==> config.mk <==
export PLATFORM = sky130hd
export DESIGN_NAME = counter_hex_n
export DESIGN_NICKNAME = d
export VERILOG_FILES = /design/src/rtl/counter_hex_n_pkg.sv /design/src/rtl/counter_hex_n_seg7.sv /design/src/rtl/counter_hex_n.sv
export SDC_FILE = /design/constraint.sdc
export NUM_CORES = 1
export LEC_CHECK = 0
export CORE_MARGIN = 3
export CORE_UTILIZATION = 48
export DETAILED_ROUTE_END_ITERATION = 10
export MAX_ROUTING_LAYER = met4
export PLACE_DENSITY = 0.81
export SLEW_MARGIN = 15
export SYNTH_ARGS = -nofsm -noshare
export SYNTH_HDL_FRONTEND = slang
export SYNTH_HIERARCHICAL = 1
export SYNTH_SLANG_ARGS = --single-unit
==> constraint.sdc <==
create_clock -name Clock -period 2.6 [get_ports Clock]
set_clock_uncertainty 0.2 [all_clocks]
set_input_delay 0.26 -clock Clock [delete_from_list [all_inputs] [get_ports Clock]]
set_output_delay 0.26 -clock Clock [all_outputs]
set_load 0.005 [all_outputs]
==> src/rtl/counter_hex_n_pkg.sv <==
// Shared seven-segment display constants: glyph table and output polarity.
package counter_hex_n_pkg;

   localparam int   SEG_W          = 7;
   localparam logic SEG_ACTIVE_LOW = 1'b1;

   // Lit-segment patterns {g,f,e,d,c,b,a}, 1 = segment on, for 0-9 A b C d E F
   localparam logic [SEG_W-1:0] SEG7_GLYPH [16] = '{
      7'h3F, 7'h06, 7'h5B, 7'h4F, 7'h66, 7'h6D, 7'h7D, 7'h07,
      7'h7F, 7'h6F, 7'h77, 7'h7C, 7'h39, 7'h5E, 7'h79, 7'h71
   };

   function automatic logic [SEG_W-1:0] seg7_encode(input logic [3:0] nib);
      return SEG7_GLYPH[nib] ^ {SEG_W{SEG_ACTIVE_LOW}};
   endfunction

endpackage

==> src/rtl/counter_hex_n_seg7.sv <==
// One hex digit to seven-segment decoder, polarity taken from the package.
module hex_digit_seg7
   import counter_hex_n_pkg::*;
(
   input  logic [3:0]       nib,
   output logic [SEG_W-1:0] seg
);

   assign seg = seg7_encode(nib);

endmodule

==> src/rtl/counter_hex_n.sv <==
// Up/down modulo-N counter with load, cascade carry, sticky wrap flag and
// per-nibble seven-segment outputs.
module counter_hex_n
   import counter_hex_n_pkg::*;
#(
   parameter  int     WIDTH   = 8,
   parameter  longint MODULUS = 256,
   localparam int     DIGITS  = WIDTH / 4
) (
   input  logic                   Clock,
   input  logic                   Reset,
   input  logic                   En,
   input  logic                   Up,
   input  logic                   Load,
   input  logic [WIDTH-1:0]       D,
   input  logic                   ClrOvf,
   output logic [WIDTH-1:0]       Q,
   output logic                   TC,
   output logic                   Ovf,
   output logic [SEG_W*DIGITS-1:0] HEX
);

   if ((WIDTH % 4) != 0 || WIDTH < 4 || WIDTH > 32) begin : g_bad_width
      $fatal(1, "counter_hex_n: WIDTH must be a multiple of 4 in 4..32");
   end
   if (MODULUS < 2 || MODULUS > (longint'(1) << WIDTH)) begin : g_bad_mod
      $fatal(1, "counter_hex_n: MODULUS must be in 2..2**WIDTH");
   end

   // One extra bit so MODULUS = 2**WIDTH is representable.
   localparam logic [WIDTH:0] MOD_W = (WIDTH+1)'(MODULUS);
   localparam logic [WIDTH:0] MAX_W = (WIDTH+1)'(MODULUS - 1);
   localparam logic [WIDTH:0] ONE_W = (WIDTH+1)'(1);

   logic [WIDTH:0] q_ext, d_ext, q_nxt;
   logic           at_max, at_zero;
   logic           unused_msb;

   always_comb begin
      q_ext   = {1'b0, Q};
      d_ext   = {1'b0, D};
      at_max  = (q_ext == MAX_W);
      at_zero = (q_ext == '0);
      TC      = En & ~Load & ((Up & at_max) | (~Up & at_zero));
      if (Load)
         q_nxt = (d_ext < MOD_W) ? d_ext : MAX_W;
      else if (En)
         q_nxt = Up ? (at_max ? '0 : q_ext + ONE_W)
                    : (at_zero ? MAX_W : q_ext - ONE_W);
      else
         q_nxt = q_ext;
   end

   // Next state never exceeds MODULUS-1, so the top bit is always zero.
   assign unused_msb = q_nxt[WIDTH];

   always_ff @(posedge Clock) begin
      if (Reset) begin
         Q   <= '0;
         Ovf <= 1'b0;
      end else begin
         Q <= q_nxt[WIDTH-1:0];
         if (TC)
            Ovf <= 1'b1;
         else if (ClrOvf)
            Ovf <= 1'b0;
      end
   end

   for (genvar k = 0; k < DIGITS; k++) begin : g_dig
      hex_digit_seg7 u_seg (
         .nib (Q[4*k+3:4*k]),
         .seg (HEX[SEG_W*k+SEG_W-1:SEG_W*k])
      );
   end

endmodule

==> results.cfg <==
; yosys + openroad results
[grt]
grt_first_pass_wirelength_mm = 6.32
grt_pass1_vias = 1426
overflow = 0

[yosys]
yosysUniqueCellTypes = 45
ys_top_cells_by_count = ha_1, inv_1, nor2_1
synth_top_area_share = 0.139
synthTopLogicFamily = AND-OR/OR-AND gates
edf_count = 0
adder_share = 0.139
synthMuxAreaShare = 0.0759
async_flop_share = 0
simple_gate_share = 0.240
postSynthCellCount = 179
yosys.area_share.xor_xnor = 0.0454

[final_timing]
grt_setup_unrepaired = no
whs_ps = 274

[final_layout]
diodes = 0
area_growth_pct = 41.0
register_area_um2 = 188
final_cells = 254
lay_top_count = clkdlybuf4s50_1
comb_share = 0.561
nClkBuffers = 4

[power_and_ir_drop]
power_w = 0.000668
combPwrFrac = 0.583
p_sw_frac = 0.373
pg_clk_w = 0.000117

[run]
maxCapViolations = 0

[cts]
cts_max_path_buffers = 2
cts.htree.levels = 1
cts_resized = 7

[setup_path]
crit_end = HEX[0]
max_stage_delay_ps = 500
path_buffers = 3

[run_status]
outcome = finished clean

[worst_hold_path]
holdPathEnd = Ovf

[detailed_routing]
vias = 1508
Figure 1. Signal metal coverage by tile.
Bar = 20 um. 12 x 12 tiles, from dark blue (low) to red (high), scaled to the fullest tile. Values are wire area over tile area, all layers added.
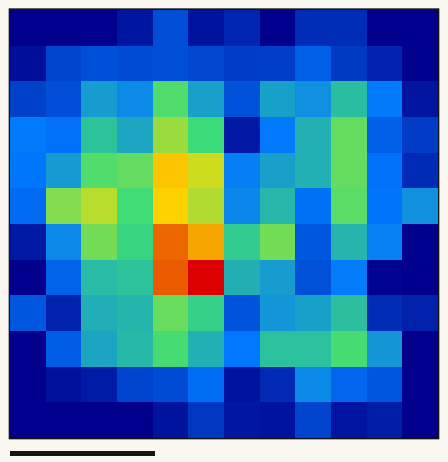
- fullest tile: 0.69
- mean over tiles: 0.18
- tiles over half the peak: 16%
- nearly empty tiles: 14%
- densest ninth of the die: centre
Tot GR Track Use: 0.240
DR WL/cell: 15.7 um

Figure 2. Cells by drive strength.
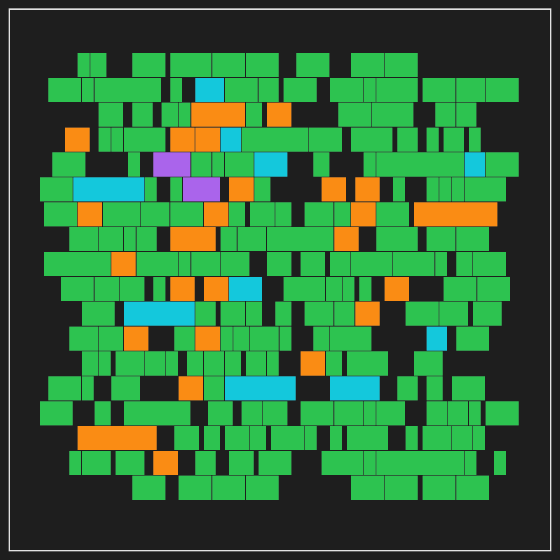
- _0 and _1 cells: green (cells 187; share 83%)
- _2 cells: cyan (cells 10; share 4.5%)
- _3 and _4 cells: orange (cells 25; share 11%)
- _6 and larger: purple (cells 2; share 0.89%)
final worst setup slack: 71.1 ps
post-route cell area: 1910 um^2
Non-CTS buffers: 57

Figure 3. Placement by cell class.
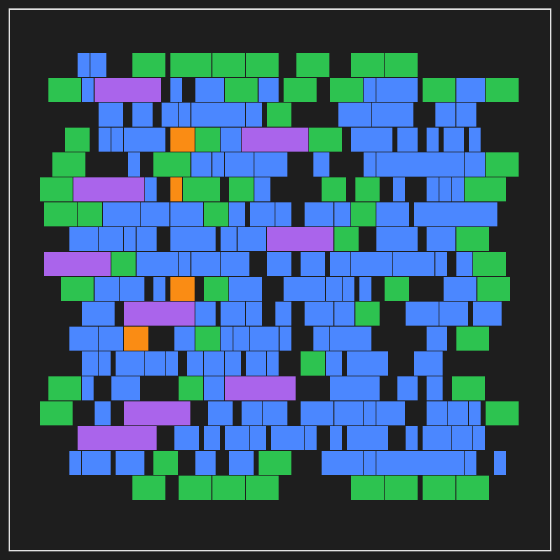
- remaining buffers and delay cells: green (cells 57; share of their area 29%)
- combinational and other logic: blue (cells 154; share of their area 60%)
- clock drivers and dummy loads: orange (cells 4; share of their area 1.4%)
- sequential cells: purple (cells 9; share of their area 10%)
core area: 2570 um^2
flop share of the area: 0.0985

Figure 4. Placement density heat map.
Bar = 20 um. 12 x 12 tiles, from dark blue (low) to red (high), 0 to 100% covered.
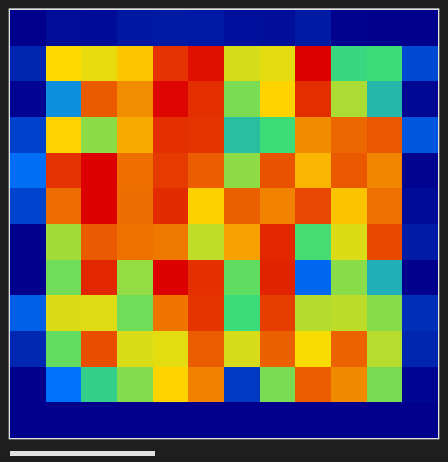
- densest ninth of the die: centre
- fullest tile: 100%
- mean over tiles: 54%
- nearly empty tiles: 17%
Core Util at FP: 0.526
final core utilization: 0.742

